==> config.mk <==
export PLATFORM = sky130hd
export DESIGN_NAME = qar_mem_arbiter
export DESIGN_NICKNAME = d
export VERILOG_FILES = /design/src/rtl/qar_mem_pkg.sv /design/src/rtl/qar_rr_arb2.sv /design/src/rtl/qar_mem_arbiter.sv
export SDC_FILE = /design/constraint.sdc
export NUM_CORES = 1
export LEC_CHECK = 0
export CAP_MARGIN = 15
export CORE_UTILIZATION = 40
export CTS_BUF_LIST = sky130_fd_sc_hd__clkbuf_16
export DETAILED_ROUTE_END_ITERATION = 8
export PLACE_DENSITY_LB_ADDON = 0.05
export SLEW_MARGIN = 20
export SYNTH_ARGS = -nofsm -noshare
export SYNTH_HDL_FRONTEND = slang
export SYNTH_SLANG_ARGS = --single-unit
==> constraint.sdc <==
create_clock -name clk -period 2.5 [get_ports clk]
set_input_delay 0.375 -clock clk [delete_from_list [all_inputs] [get_ports clk]]
set_output_delay 0.375 -clock clk [all_outputs]
set_load 0.05 [all_outputs]
==> src/rtl/qar_mem_pkg.sv <==
// Shared definitions for the two-requester memory arbiter: FSM state
// encoding, grant identifiers and the default bus-stall abort limit.
package qar_mem_pkg;

  typedef enum logic [2:0] {
    ST_IDLE  = 3'd0,
    ST_GNT_I = 3'd1,
    ST_GNT_D = 3'd2,
    ST_RSP_I = 3'd3,
    ST_RSP_D = 3'd4
  } qar_state_e;

  localparam logic GNT_INSTR = 1'b0;
  localparam logic GNT_DATA  = 1'b1;

  localparam int unsigned DEFAULT_TIMEOUT_CYCLES = 255;

  // Stall counter is kept full-width so any TIMEOUT_CYCLES value fits.
  localparam int STALL_CNT_W = 32;

endpackage

==> src/rtl/qar_rr_arb2.sv <==
// Two-way round-robin pick: a lone request wins outright; on a conflict the
// requester that did not win last time is chosen.
module qar_rr_arb2
  import qar_mem_pkg::*;
(
  input  logic req_instr,
  input  logic req_data,
  input  logic last_grant,
  output logic gnt_valid,
  output logic gnt_id
);

  // Pure combinational selection; the caller owns the last_grant register.
  always_comb begin
    gnt_valid = req_instr | req_data;
    gnt_id    = GNT_INSTR;
    if (req_instr && req_data) begin
      gnt_id = (last_grant == GNT_DATA) ? GNT_INSTR : GNT_DATA;
    end else if (req_data) begin
      gnt_id = GNT_DATA;
    end
  end

endmodule

==> src/rtl/qar_mem_arbiter.sv <==
// Arbitrates a fetch port and a load/store port onto one shared memory bus.
// Exactly one transaction is outstanding at a time.
//
// Handshake: a requester raises *_valid with its address (and write data);
// the arbiter samples it only in IDLE, drives bus_valid with registered
// address/data until bus_ready is seen (or the stall limit expires), then
// pulses the requester's *_ready for exactly one cycle with *_rdata valid in
// that same cycle. A requester may drop valid after being granted; the
// transaction still completes and the ready pulse is still issued.
module qar_mem_arbiter
  import qar_mem_pkg::*;
#(
  parameter int          ADDR_WIDTH     = 32,
  parameter int          DATA_WIDTH     = 32,
  parameter int unsigned TIMEOUT_CYCLES = DEFAULT_TIMEOUT_CYCLES
) (
  input  logic                  clk,
  input  logic                  rst_n,
  // fetch requester
  input  logic                  imem_valid,
  input  logic [ADDR_WIDTH-1:0] imem_addr,
  output logic                  imem_ready,
  output logic [DATA_WIDTH-1:0] imem_rdata,
  // load/store requester
  input  logic                  mem_valid,
  input  logic                  mem_we,
  input  logic [ADDR_WIDTH-1:0] mem_addr,
  input  logic [DATA_WIDTH-1:0] mem_wdata,
  output logic                  mem_ready,
  output logic [DATA_WIDTH-1:0] mem_rdata,
  // shared bus
  output logic                  bus_valid,
  output logic                  bus_we,
  output logic [ADDR_WIDTH-1:0] bus_addr,
  output logic [DATA_WIDTH-1:0] bus_wdata,
  input  logic                  bus_ready,
  input  logic [DATA_WIDTH-1:0] bus_rdata,
  output logic                  bus_timeout
);

  localparam logic                   TIMEOUT_EN    = (TIMEOUT_CYCLES != 0);
  localparam logic [STALL_CNT_W-1:0] TIMEOUT_LIMIT = STALL_CNT_W'(TIMEOUT_CYCLES);

  qar_state_e             state_q,      state_d;
  logic                   last_grant_q, last_grant_d;
  logic [STALL_CNT_W-1:0] stall_cnt_q,  stall_cnt_d;
  logic                   timeout_q,    timeout_d;
  logic                   bus_we_q,     bus_we_d;
  logic [ADDR_WIDTH-1:0]  bus_addr_q,   bus_addr_d;
  logic [DATA_WIDTH-1:0]  bus_wdata_q,  bus_wdata_d;
  logic [DATA_WIDTH-1:0]  imem_rdata_q, imem_rdata_d;
  logic [DATA_WIDTH-1:0]  mem_rdata_q,  mem_rdata_d;

  logic arb_valid;
  logic arb_id;
  logic timeout_hit;

  qar_rr_arb2 u_rr_arb2 (
    .req_instr  (imem_valid),
    .req_data   (mem_valid),
    .last_grant (last_grant_q),
    .gnt_valid  (arb_valid),
    .gnt_id     (arb_id)
  );

  // The limit is reached on the stall cycle that would bring the count up to
  // TIMEOUT_CYCLES; bus_ready in that same cycle takes priority below.
  assign timeout_hit = TIMEOUT_EN && (stall_cnt_q == (TIMEOUT_LIMIT - 1'b1));

  // Next-state and datapath updates; every register holds by default.
  always_comb begin
    state_d      = state_q;
    last_grant_d = last_grant_q;
    stall_cnt_d  = stall_cnt_q;
    timeout_d    = 1'b0;
    bus_we_d     = bus_we_q;
    bus_addr_d   = bus_addr_q;
    bus_wdata_d  = bus_wdata_q;
    imem_rdata_d = imem_rdata_q;
    mem_rdata_d  = mem_rdata_q;

    unique case (state_q)
      ST_IDLE: begin
        if (arb_valid) begin
          last_grant_d = arb_id;
          stall_cnt_d  = '0;
          if (arb_id == GNT_INSTR) begin
            state_d     = ST_GNT_I;
            bus_addr_d  = imem_addr;
            bus_we_d    = 1'b0;
            bus_wdata_d = '0;
          end else begin
            state_d     = ST_GNT_D;
            bus_addr_d  = mem_addr;
            bus_we_d    = mem_we;
            bus_wdata_d = mem_wdata;
          end
        end
      end

      ST_GNT_I, ST_GNT_D: begin
        if (bus_ready) begin
          if (state_q == ST_GNT_I) begin
            state_d      = ST_RSP_I;
            imem_rdata_d = bus_rdata;
          end else begin
            state_d = ST_RSP_D;
            // A store returns no data, so the load result register is kept.
            if (!bus_we_q) mem_rdata_d = bus_rdata;
          end
        end else if (timeout_hit) begin
          timeout_d = 1'b1;
          if (state_q == ST_GNT_I) begin
            state_d      = ST_RSP_I;
            imem_rdata_d = '0;
          end else begin
            state_d = ST_RSP_D;
            if (!bus_we_q) mem_rdata_d = '0;
          end
        end else if (stall_cnt_q != '1) begin
          stall_cnt_d = stall_cnt_q + 1'b1;
        end
      end

      ST_RSP_I, ST_RSP_D: begin
        state_d = ST_IDLE;
      end

      default: begin
        state_d = ST_IDLE;
      end
    endcase
  end

  // State and datapath registers; reset abandons any transaction in flight.
  always_ff @(posedge clk or negedge rst_n) begin
    if (!rst_n) begin
      state_q      <= ST_IDLE;
      last_grant_q <= GNT_DATA;
      stall_cnt_q  <= '0;
      timeout_q    <= 1'b0;
      bus_we_q     <= 1'b0;
      bus_addr_q   <= '0;
      bus_wdata_q  <= '0;
      imem_rdata_q <= '0;
      mem_rdata_q  <= '0;
    end else begin
      state_q      <= state_d;
      last_grant_q <= last_grant_d;
      stall_cnt_q  <= stall_cnt_d;
      timeout_q    <= timeout_d;
      bus_we_q     <= bus_we_d;
      bus_addr_q   <= bus_addr_d;
      bus_wdata_q  <= bus_wdata_d;
      imem_rdata_q <= imem_rdata_d;
      mem_rdata_q  <= mem_rdata_d;
    end
  end

  assign bus_valid   = (state_q == ST_GNT_I) || (state_q == ST_GNT_D);
  assign bus_we      = bus_we_q;
  assign bus_addr    = bus_addr_q;
  assign bus_wdata   = bus_wdata_q;
  assign bus_timeout = timeout_q;
  assign imem_ready  = (state_q == ST_RSP_I);
  assign mem_ready   = (state_q == ST_RSP_D);
  assign imem_rdata  = imem_rdata_q;
  assign mem_rdata   = mem_rdata_q;

endmodule

==> ci_impl_report.md, run 1 <==
## PnR job results

| Metric | Value |
|---|---|
| Status | finished clean |
| Final estimated routing congestion in global placement | 0.939 |
| Tcrit/Tclk final | 92.1% |
| Final Critical Period | 2300 ps |
| Number of sinks handled by clock tree synthesis | 166 |
| Layout overhead on the synthesized area | 50.3% |
| Post-synth tally of flip-flops with integrated enable | 0 |
| Total CTS buffers | 17 |
| Total of endpoints with negative setup slack in the final report | 0 |
| Share of post-route cells with drive strength above 1 | 7.56% |
| Largest family of logic cells by area | simple AND/OR/NAND/NOR gates |
| Most numerous cell in the Yosys netlist | dfrtp_1 |
| Final hold vios | 0 |
| Max Transition Viols Final | 0 |
| Part of the Yosys area used for sequential elements | 58.1% |
| Total cells reported by yosys after synthesis | 664 |
| Setup TNS | 0 ps |
| CTS H-Tree Depth | 4 |
| Relative slew margins | 61.7% |
| Max VDD drop | 909 µV |
| Startpoint type of the worst setup path | flop |
| TritonCTS clock tree | done |
| Logic area | 2790 µm² |
| Multiplexer share | 6.86% |
| Root buf cell | clkbuf_16 |
| Commonest flop | dfrtp_1 |
| Worst hold path stage count | 2 |
| Slew at the pin with the worst max-slew slack | 573 ps |
| Initial antenna violation count | 0 |
| Critical Path, Cell by Cell | inv_1 -> ha_1 -> nor3b_1 -> nand4_1 -> o21ba_2 -> buf_4 -> nand2_1 -> o311ai_0 -> o31ai_1 |
| Post-synthesis cell type count | 48 |
| Detailed router's first-iteration violation count | 406 |
| # IOs | 267 |
| Biggest area contributors in the synthesized netlist | dfrtp_1, a22o_1, nand2_1, mux2i_1, nand3_1 |
| Worst reg2reg path depth | 9 |
| Reg-to-Reg Start | stall_cnt_q[0] |
| Clock Path Buffers | 2 |
| PwrDens | 1400 nW/µm² |
| Critical Path End Type | flop |
| Worst r2r dst | stall_cnt_q[29] |
| Yosys warning tally | 0 |
| Total cell area reported by yosys after synthesis | 7150 µm² |
| Number of warnings in the stage logs | 29 |
| Insertion Delay late pin | 430 ps |
| Final layout net count | 1,062 |
| Number of filler instances in the final layout | 1,407 |
| Reg2reg setup slack | 200 ps |
| Max stage delay cell, worst path | o311ai_0 |
| Number of antenna-violating nets in the routed design | 0 |
| Post-synthesis xor/xnor area fraction | 0.122% |
| Number of max-cap violations | 0 |
| Number of global-route vias before repair | 6,177 |
| Remaining DRCs | 0 |
| Biggest area consumer among synthesized cells | dfrtp_1 |
| Share of flip-flops with an asynchronous set or reset after synthesis | 100% |
| Grt ovf | 0 |
| Largest net degree at the start of global routing | 122 |
| Detailed-placement wirelength estimate | 15.2 mm |
| Area fraction in full adders, half adders and majority gates | 0.350% |
| First-pass GRT wire length | 32.9 mm |
| Yosys top cell area share | 57.7% |
| Final setup skew | 9.08 ps |
| Commonest cells in the synthesized netlist | dfrtp_1, nand2_1, a22o_1 |
| Hold Path End | mem_rdata[8] |
| Buffers & Inverters on Critical Path | 2 |
| Maximum clock frequency | 434 MHz |
| Family with the most delay on the worst path | AND-OR/OR-AND gates |
| Compound Share, Synth | 13.6% |
| Critical Path Fanout Max | 13 |
| Class of the most critical hold timing path | flop to flop |
| Basic-gate share of the synthesized area counting and, or, nand and nor cells | 17.6% |
| Clock transition at the register clock pins on the worst setup and hold paths after CTS | 70 ps |
| Area after detailed placement | 10,200 µm² |
| Startpoint-to-endpoint class of the critical path | flop to flop |
| Data required time at the worst endpoint | 2790 ps |
| Peak per-stage delay on the critical path | 430 ps |
| Number of instances in the synthesized netlist | 664 |
| Chip area | 18,400 µm² |
| Summed instance area of the synthesized netlist | 7150 µm² |
| Per-instance average area after synthesis | 10.8 µm² |
| Synthesized Nets | 800 |
| Unrepaired setup endpoints after global routing | no |
| Final standard cell area without fillers | 10,700 µm² |
| Hold Startpoint | mem_rdata[8] |
| Crit path arrival time | 2590 ps |
| Antenna diode instance count | 0 |
[run 1: stage by stage]
| stage | setup slack, ps | utilization [%] | instances | hold WS [ps] | power, W |
|---|---|---|---|---|---|
| floorplan | 272 | - | 664 | 79.4 | 0.00957 |
| global placement | 197 | 58.7 | 1131 | 382 | 0.0125 |
| detailed placement | 130 | 58.7 | 1131 | 398 | 0.0126 |
| CTS | 120 | 61.9 | 1164 | 470 | 0.0152 |
| global route | 4.52 | 61.9 | 1164 | 497 | 0.0158 |
| finish | 196 | 61.9 | 1164 | 465 | 0.0150 |
[run 1: timing repair]
item                       4_1_cts  5_1_grt
buffers inserted                 0        0
hold endpoints to repair        55        0
hold buffers                     1        0
gates resized                    2        1
pin swaps                        0        0
setup endpoints to repair        2        1
[run 1: layer usage]
| metal | track usage (%) | up-vias | wire [µm] |
|---|---|---|---|
| met2 | 38.7 | 241 | 10300 |
| met3 | 4.49 | 32 | 1330 |
| met4 | 8.43 | 0 | 403 |
| li1 | - | 2929 | - |
| met5 | 0 | - | 0 |
| met1 | 29.7 | 2950 | 8620 |
[run 1: sequential cells by signal (all words and copies together), names as in the netlist]
signal / flops
last_grant_q: 1
state_q: 3
mem_rdata: 32
bus_wdata: 32
bus_addr: 32
bus_we: 1
stall_cnt_q: 32
bus_timeout: 1
imem_rdata: 32
[run 1: final cells by class]
| class | count | share of cell area [%] |
|---|---|---|
| flip-flops and latches | 166 | 38.7 |
| clock inverters | 15 | 1.22 |
| repair buffers | 295 | 27.4 |
| clock buffers | 17 | 3.96 |
| inverters | 7 | 0.244 |
| multi-input cells | 439 | 25.9 |
| well taps | 225 | 2.62 |
[run 1: kinds of logic after synthesis]
family / count (synthesis)
adders and majority gates: 2
buffers and inverters: 59
DFF: 166
xor gates and xnor gates: 1
muxes: 49
and+or+nand+nor: 256
AOI/OAI and AO/OA: 131
[run 1: placed cells by master (no fill, tap or decap), types with 3 or more instances in the layout]
cell and n:
a22o_1 65, buf_12 5, and3_1 4, nand2b_1 3, nand3_1 49, mux2i_1 49
nor3_1 6, o211ai_1 7, nand4_1 16, inv_1 8, buf_4 24, nand2_1 133
clkdlybuf4s50_1 262, and2_1 3, clkbuf_16 17, nor4_1 9, clkinv_4 4, o21ai_0 39
nor2_1 5, dfrtp_1 165, nor3b_1 3, and4_1 4, or3_1 3, o31ai_1 5
clkinv_2 3, or4_1 7
[run 1: report_power, final]
group          switching (W)  internal, W
sequential          0.000645      0.00372
combinational        0.00540      0.00279
clock                0.00111      0.00137
[run 1: worst max path at each step]
stage | start | endpoint | slack (ps) | cells after the start
6_report | stall_cnt_q[0] | stall_cnt_q[29] | 200 | 9
5_1_grt | stall_cnt_q[0] | stall_cnt_q[29] | 5 | 9
4_1_cts | stall_cnt_q[0] | stall_cnt_q[26] | 120 | 7
3_5_place_dp | stall_cnt_q[0] | stall_cnt_q[26] | 130 | 7
2_1_floorplan | state_q[1] | stall_cnt_q[28] | 270 | 8
3_3_place_gp | stall_cnt_q[0] | stall_cnt_q[26] | 200 | 7
run_1/congestion_map.png
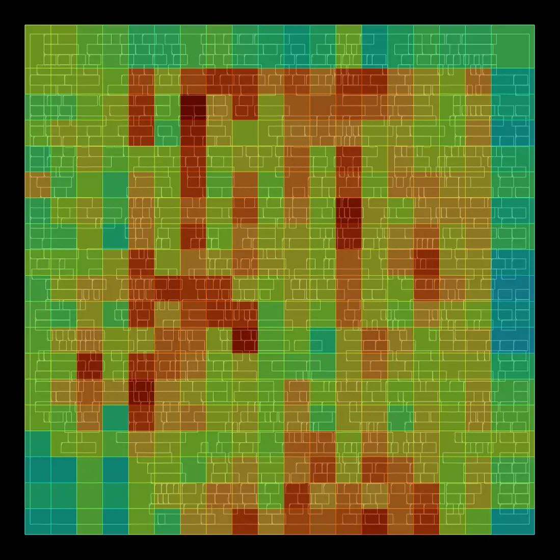
layer carrying the most global-route usage: met2
overall fraction of global-route tracks in use: 23.1%
met2 track demand over resource in global routing: 38.7%
utilization after layout: 61.9%

run_1/m3.png
(3 px per µm) Cells faint in the background.
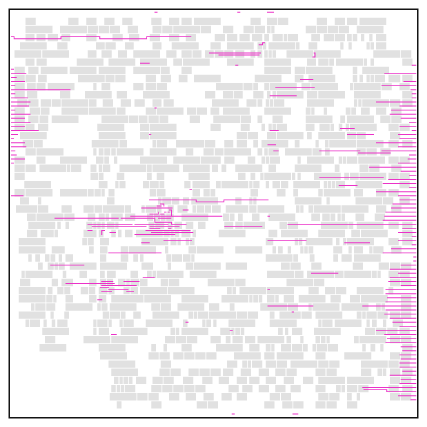
longest straight run = 42.6 µm
nets with wire on the layer = 154
main direction = horizontal
share of all routed wire = 6.4%
DR vias: 6,152
GR met3 Demand/Resource: 4.49%
total wirelength of the detailed-routed design: 20.7 mm

run_1/pinout.png
(3 px per µm) Pins as bars across the die edge, other pins in gray.
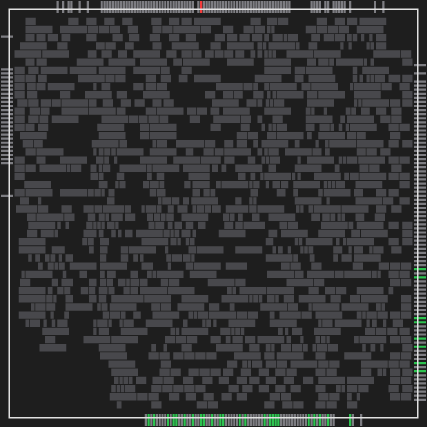
bus_we -> red  # pins 1, direction output, edge top
imem_addr -> green  # pins 32, direction input, edge 24 bottom, 8 right
die extent in y: 136 µm
overall die width: 136 µm
count of buffers inserted at the top-level ports: 266

run_1/route_heat.png
(3 px per µm) 27 x 27 tiles, from dark blue (low) to red (high), scaled to the fullest tile. Values are wire area over tile area, all layers added.
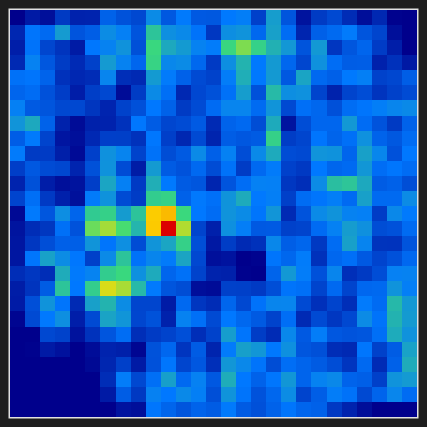
emptiest ninth of the die = bottom left
fullest tile = 0.89
nearly empty tiles = 6.2%
mean over tiles = 0.18
tiles over half the peak = 1.5%
average wire length per cell after detail routing: 17.8 µm

--- run 2 (diff from run 1) ---
- SYNTH_HIERARCHICAL: not set -> 1
run_2/m3.png
(3 px per µm) Cells faint in the background.
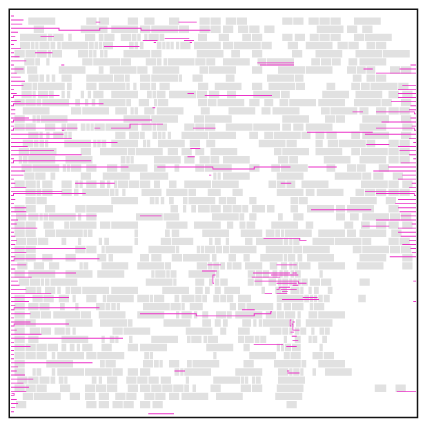
total wirelength of the detailed-routed design: 20.5 mm
DR vias: 6,174
GR met3 Demand/Resource: 7.22%

run_2/route_heat.png
(3 px per µm) 27 x 27 tiles, from dark blue (low) to red (high), scaled to the fullest tile. Values are wire area over tile area, all layers added.
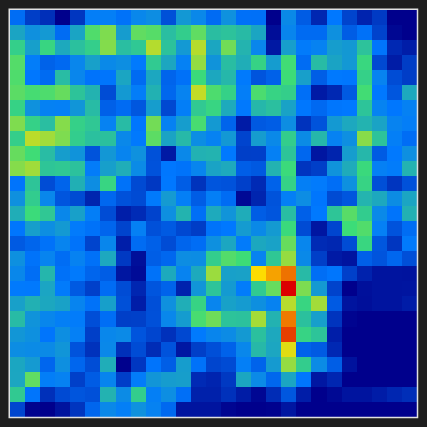
nearly empty tiles = 6.9%
tiles over half the peak = 8.1%
fullest tile = 0.67
mean over tiles = 0.18
emptiest ninth of the die = bottom right
average wire length per cell after detail routing: 17.7 µm
overall fraction of global-route tracks in use: 22.8%

run_2/m2.png
(3 px per µm) Cells faint in the background.
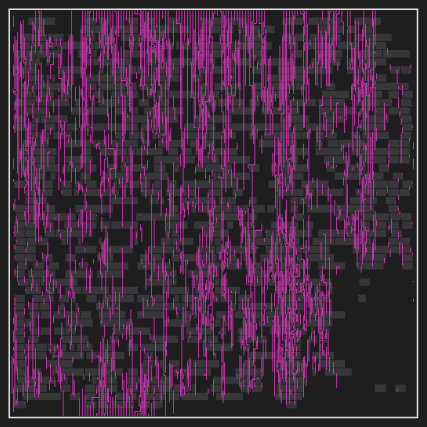
wire length on this layer = 9,950 µm
main direction = vertical
share of all routed wire = 49%
met2 track demand over resource in global routing: 36.2%

==> run 2 against run 1 <==
  * Critical path depth shrank 7
  * Hold slack gained 1.6 ps
  * Sequential cell count is the same
  * Synthesized cell count shrank 0.45%
  * Critical endpoint is now imem_ready
==> ci_impl_report.md, run 2 <==
## PnR job results

| Metric | Value |
|---|---|
| Biggest area consumer among synthesized cells | dfrtp_1 |
| Relative slew margins | 57.7% (-4.0 points) |
| Number of global-route vias before repair | 6,139 (-0.62%) |
| Number of cells in the finished layout apart from fillers | 1,159 (-0.43%) |
| Share of post-route cells with drive strength above 1 | 7.28% (-0.28 points) |
| Commonest flop | dfrtp_1 |
| Chip area | 18,400 µm² (-0.14%) |
| Clock transition at the register clock pins on the worst setup and hold paths after CTS | 70 ps (about the same) |
| Max VDD drop | 837 µV (-7.9%) |
| Crit path arrival time | 2000 ps (-590 ps) |
| Post-synthesis cell type count | 47 (-2.1%) |
| Insertion Delay late pin | 430 ps (about the same) |
| Share of flip-flops with an asynchronous set or reset after synthesis | 100% (unchanged) |
| Status | finished clean |
| Critical Path, Cell by Cell | and3b_1 -> clkdlybuf4s50_1 |
| Number of sinks handled by clock tree synthesis | 166 (unchanged) |
| First-pass GRT wire length | 32.2 mm (-2.2%) |
| PwrDens | 1420 nW/µm² (+1.1%) |
| Unrepaired setup endpoints after global routing | no |
| Worst reg2reg path depth | 9 (unchanged) |
| Detailed router's first-iteration violation count | 424 (+4.4%) |
| Data required time at the worst endpoint | 2120 ps (-670 ps) |
| Overall die width | 136 µm (about the same) |
| Reg power frac | 28.7% (-0.3 points) |
| Peak per-stage delay on the critical path | 840 ps (+410 ps) |
| Summed instance area of the synthesized netlist | 7140 µm² (-0.14%) |
| Combinational fraction of design power | 53.9% (-0.6 points) |
| Startpoint-to-endpoint class of the critical path | flop to primary output |
| Detailed-placement wirelength estimate | 14.4 mm (-5.6%) |
| Final layout net count | 1,057 (-0.47%) |
| Total cells reported by yosys after synthesis | 661 (-0.45%) |
| Max Transition Viols Final | 0 (unchanged) |
| Grt ovf | 0 (unchanged) |
| Startpoint type of the worst setup path | flop |
| Commonest cells in the synthesized netlist | dfrtp_1, nand2_1, a22o_1 |
| Total CTS buffers | 17 (unchanged) |
| Post-synth tally of flip-flops with integrated enable | 0 (unchanged) |
| Initial antenna violation count | 0 (unchanged) |
| Final Critical Period | 2370 ps (+69.7 ps) |
==> run 2: netlist changes by cell type after synthesis, sizes merged, moves of 4 or more <==
cell and delta:
nor3 +4, a21oi +34, o21ai -36, o211ai -7, nand2 -26, nand4 -5
o31ai -4, mux2i +8, clkbuf -4, or4 -7, nor2 +37
==> run 2: critical path, delay by kind of cell, from the launching register on <==
kind | cells | cell delay, ps
and+or+nand+nor | 1 | 210
DFF | 1 | 530
buffers and inverters | 1 | 840
==> run 2: through the flow <==
step	utilization, %	setup slack (ps)
finish	61.8	127
global route	61.8	11.0
CTS	61.6	74.7
detailed placement	58.1	218
global placement	58.1	271
floorplan	-	200
==> run 2: power groups by stage <==
stage	logic, W	registers, W	clock network, W
5_1_grt	0.00863	0.00448	0.00282
3_3_place_gp	0.00803	0.00436	0
2_1_floorplan	0.00197	0.00756	0
6_report	0.00819	0.00436	0.00264
4_1_cts	0.00813	0.00436	0.00269
3_5_place_dp	0.00812	0.00436	0
==> run 2: final cells by class <==
class / count / area [µm²] / share of cell area, %
sequential: 166 / 4160 / 38.7
clock buffer: 17 / 425 / 3.97
clock inverter: 15 / 173 / 1.61
tap: 225 / 282 / 2.62
timing repair buffer: 290 / 2910 / 27.1
multi-input combinational: 442 / 2770 / 25.8
inverter: 4 / 18.8 / 0.175
==> run 2: logic make-up (layout without fill, tap and decap cells) <==
logic type,Yosys count,in the layout,synth area share (%)
adder cells (fa/ha/maj),2,2,0.350
XOR/XNOR,1,1,0.123
flip-flops,166,166,58.2
multiplexers,58,58,8.15
buffers and inverters,53,326,3.40
AND-OR/OR-AND,116,116,12.1
AND/OR/NAND/NOR,265,265,17.7
==> run 2: final timing paths <==
check | start | end | slack (ps)
max | state_q[0] | imem_ready | 130
min | bus_wdata[13] | bus_wdata[13] | 470
max reg2reg | stall_cnt_q[0] | mem_rdata[23] | 200
min reg2reg | bus_wdata[13] | bus_wdata[13] | 470
max in group asynchronous | rst_n | bus_wdata[16] | 1200
min in group asynchronous | rst_n | stall_cnt_q[25] | 500
==> run 2: timing repair <==
| action | in CTS | in global routing |
|---|---|---|
| endpoints found under the hold margin | 56 | 0 |
| setup endpoints to repair | 0 | 2 |
| gates resized | 0 | 2 |
| hold buffers | 1 | 0 |
| buffers inserted | 0 | 4 |
==> run 2: routing by layer <==
layer  vias to the layer above  track usage [%]  wire length (µm)
met4                         0             7.55               345
met2                       267             36.2              9950
li1                       2880                -                 -
met3                        30             7.22              1630
met1                      2997             29.4              8600
met5                         -                0                 0
--- run 3 (diff from run 2) ---
- CORE_UTILIZATION: 40 -> 45
run_3/m2.png
(4 px per µm) Cells faint in the background.
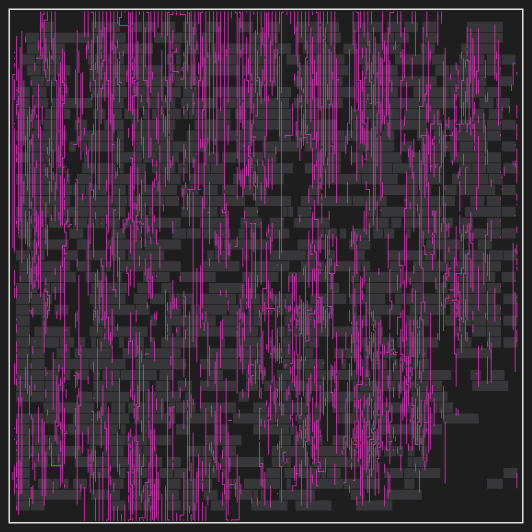
total wirelength of the detailed-routed design: 20.7 mm
met2 track demand over resource in global routing: 43.2%
DR vias: 6,173

run_3/pinout.png
(4 px per µm) Pins as bars across the die edge, other pins in gray.
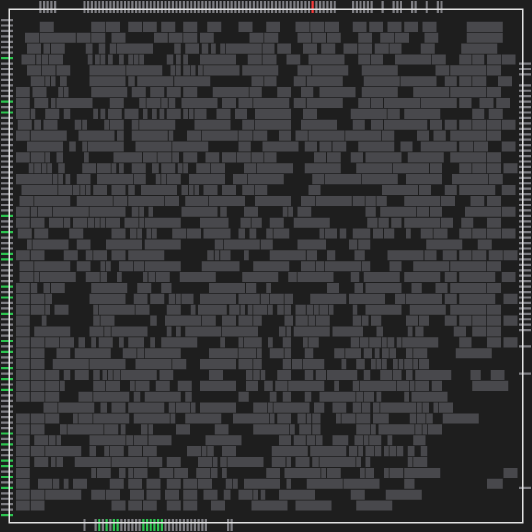
imem_addr -> green  # pins 32, direction input, edge 22 left, 10 bottom
bus_we -> red  # pins 1, direction output, edge top
all pins by edge = 92 left, 89 top, 52 right, 34 bottom
overall die width: 128 µm
die extent in y: 128 µm

run_3/m3.png
(4 px per µm) Cells faint in the background.
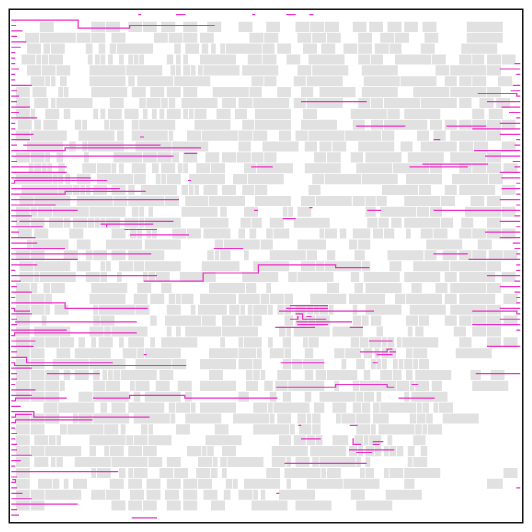
wire length on this layer = 1,690 µm
longest straight run = 42.8 µm
share of all routed wire = 8.2%
nets with wire on the layer = 181
main direction = horizontal
GR met3 Demand/Resource: 8.18%

==> run 3 against run 2 <==
  * Wire length is 1.0% higher
  * Sequential share of layout area down 0.13 points
  * Via count is essentially flat
  * Core utilization increased by 8.2 points
==> ci_impl_report.md, run 3 <==
## PnR job results

| Metric | Value |
|---|---|
| Max VDD drop | 811 µV (-3.1%) |
| Final hold vios | 0 |
| Basic-gate share of the synthesized area counting and, or, nand and nor cells | 17.7% (unchanged) |
| Maximum clock frequency | 416 MHz |
| Total cells reported by yosys after synthesis | 661 (unchanged) |
| Max Transition Viols Final | 0 (unchanged) |
| Row cnt | 45 |
| Sequential cell area in the final layout | 4160 µm² (unchanged) |
| Number of global-route vias before repair | 6,244 (+1.7%) |
| Number of filler instances in the final layout | 1,130 |
| Post-Place Setup Slack | 137 ps (-81.0 ps) |
| Post-synth tally of flip-flops with integrated enable | 0 (unchanged) |
| Commonest flop | dfrtp_1 |
| Number of sinks handled by clock tree synthesis | 166 (unchanged) |
| Detailed-placement wirelength estimate | 15.0 mm (+4.3%) |
| Peak per-stage delay on the critical path | 850 ps (about the same) |
| Number of instances in the synthesized netlist | 661 |
| Biggest area consumer among synthesized cells | dfrtp_1 |
| Max stage delay cell, worst path | clkdlybuf4s50_1 |
| Tcrit/Tclk final | 96.3% |
| Most used cells in the layout excluding fill and tap cells | clkdlybuf4s50_1, dfrtp_1, nand2_1 |
| Insertion Delay late pin | 430 ps (about the same) |
| Total CTS buffers | 17 (unchanged) |
| Setup slack after layout | 93.5 ps (-33.2 ps) |
| Leakage component of the power | 4.91 nW |
| Utilization after layout | 70.0% (+8.2 points) |
| Post-synthesis cell type count | 47 (unchanged) |
| Combinational fraction of design power | 54.1% (+0.2 points) |
| Overall fraction of global-route tracks in use | 26.2% (+3.3 points) |
| Multiplexer share | 8.15% (unchanged) |
| Status | finished clean |
| Final layout net count | 1,064 (+0.66%) |
| Grt ovf | 0 (unchanged) |
| Crit path arrival time | 2030 ps (+30 ps) |
| Logic area | 2770 µm² (+0.32%) |
| Vias/cell | 5.35 |
| Part of the Yosys area used for sequential elements | 58.2% |
| Compound Share, Synth | 12.1% (unchanged) |
| # IOs | 267 |
| Flops after synth | 166 |
| Area of the core region | 15,400 µm² |
| Detailed router's first-iteration violation count | 395 (-6.8%) |
| Clock transition at the register clock pins on the worst setup and hold paths after CTS | 70 ps (about the same) |
| Met1 global-route usage | 32.2% (+2.8 points) |
| Commonest cells in the synthesized netlist | dfrtp_1, nand2_1, a22o_1 |
| Clock share of power | 17.2% |
| Share of flip-flops with an asynchronous set or reset after synthesis | 100% (unchanged) |
| Switching Power | 0.00728 W |
| Startpoint type of the worst setup path | flop |
| Relative slew margins | 58.6% (+0.91 points) |
| PwrDens | 1410 nW/µm² (about the same) |
| Final Critical Period | 2410 ps (+33.2 ps) |
| Data required time at the worst endpoint | 2120 ps (about the same) |
| Startpoint-to-endpoint class of the critical path | flop to primary output |
| Summed instance area of the synthesized netlist | 7140 µm² (unchanged) |
| Reg power frac | 28.6% (about the same) |
| Number of antenna-violating nets in the routed design | 0 |
| Initial antenna violation count | 1 (+1) |
| First-pass GRT wire length | 32.9 mm (+2.3%) |
| Biggest area contributors in the synthesized netlist | dfrtp_1, mux2i_1, a22o_1, nand2_1, nand3_1 |
| Area fraction in full adders, half adders and majority gates | 0.350% (unchanged) |
| Largest net degree at the start of global routing | 68 |
| Chip area | 16,400 µm² (-11%) |
| Largest family of logic cells by area | simple AND/OR/NAND/NOR gates |
| Share of post-route cells with drive strength above 1 | 7.86% (+0.58 points) |
| Critical Path, Cell by Cell | and3b_1 -> clkdlybuf4s50_1 |
| Floorplan Utilization | 46.5% |
| Post-synthesis xor/xnor area fraction | 0.123% (unchanged) |
| Sw Ratio | 47.8% |
| Average wire length per cell after detail routing | 18.0 µm (+1.5%) |
| Layer carrying the most global-route usage | met2 |
-- run 3: cell counts after synthesis --
Identical to the previous run, type by type.
-- run 3: layout make-up --
cell class | count | area share [%]
multi-input cells | 442 | 25.8
inverters | 4 | 0.174
clock buffers | 17 | 3.95
repair buffers | 297 | 27.5
well taps | 211 | 2.45
diodes | 1 | 0.0232
clock inverters | 15 | 1.55
flip-flops and latches | 166 | 38.6
-- run 3: final timing paths --
check / from / end / slack, ps / depth (start not counted)
max: state_q[0] / imem_ready / 90 / 2
min: bus_wdata[9] / bus_wdata[9] / 470 / 2
max reg2reg: state_q[0] / stall_cnt_q[5] / 220 / 6
min reg2reg: bus_wdata[9] / bus_wdata[9] / 470 / 2
max in group asynchronous: rst_n / last_grant_q / 1210 / 3
min in group asynchronous: rst_n / stall_cnt_q[23] / 530 / 2
-- run 3: power groups by stage --
stage	registers (W)	logic [W]	clock network [W]
3_5_place_dp	0.00437	0.00820	0
6_report	0.00436	0.00825	0.00262
2_1_floorplan	0.00756	0.00197	0
5_1_grt	0.00449	0.00868	0.00277
3_3_place_gp	0.00436	0.00808	0
4_1_cts	0.00436	0.00821	0.00266
-- run 3: through the flow --
step           area (µm²)  setup TNS (ps)  hold WS (ps)  instances
3_3_place_gp        10100               0           416       1116
2_1_floorplan        7140               0          79.4        661
3_5_place_dp        10100               0           427       1116
6_report            10800               0           466       1153
5_1_grt             10800           -22.4           491       1153
4_1_cts             10700               0           471       1149
-- run 3: critical path, delay by kind of cell (launching register included) --
family / cells / cell delay, ps
buffers and inverters: 1 / 850
DFF: 1 / 550
and+or+nand+nor: 1 / 210
-- run 3: timing repair --
item	4_1_cts	5_1_grt
setup buffers	0	3
endpoints found under the hold margin	62	0
resized	0	2
hold buffers	1	0
setup endpoints to repair	0	34
-- run 3: cell families after synthesis --
group,after synthesis
AND-OR/OR-AND,116
XOR/XNOR,1
adder cells (fa/ha/maj),2
buffers and inverters,53
flip-flops,166
multiplexers,58
AND/OR/NAND/NOR,265
-- run 3: routing by layer --
layer	wire length (µm)	share of wire, %
met3	1690	8.1
met1	8360	40
met2	10200	49
met5	0	0
met4	488	2.4
Power is estimated from default activity; no workload was simulated.
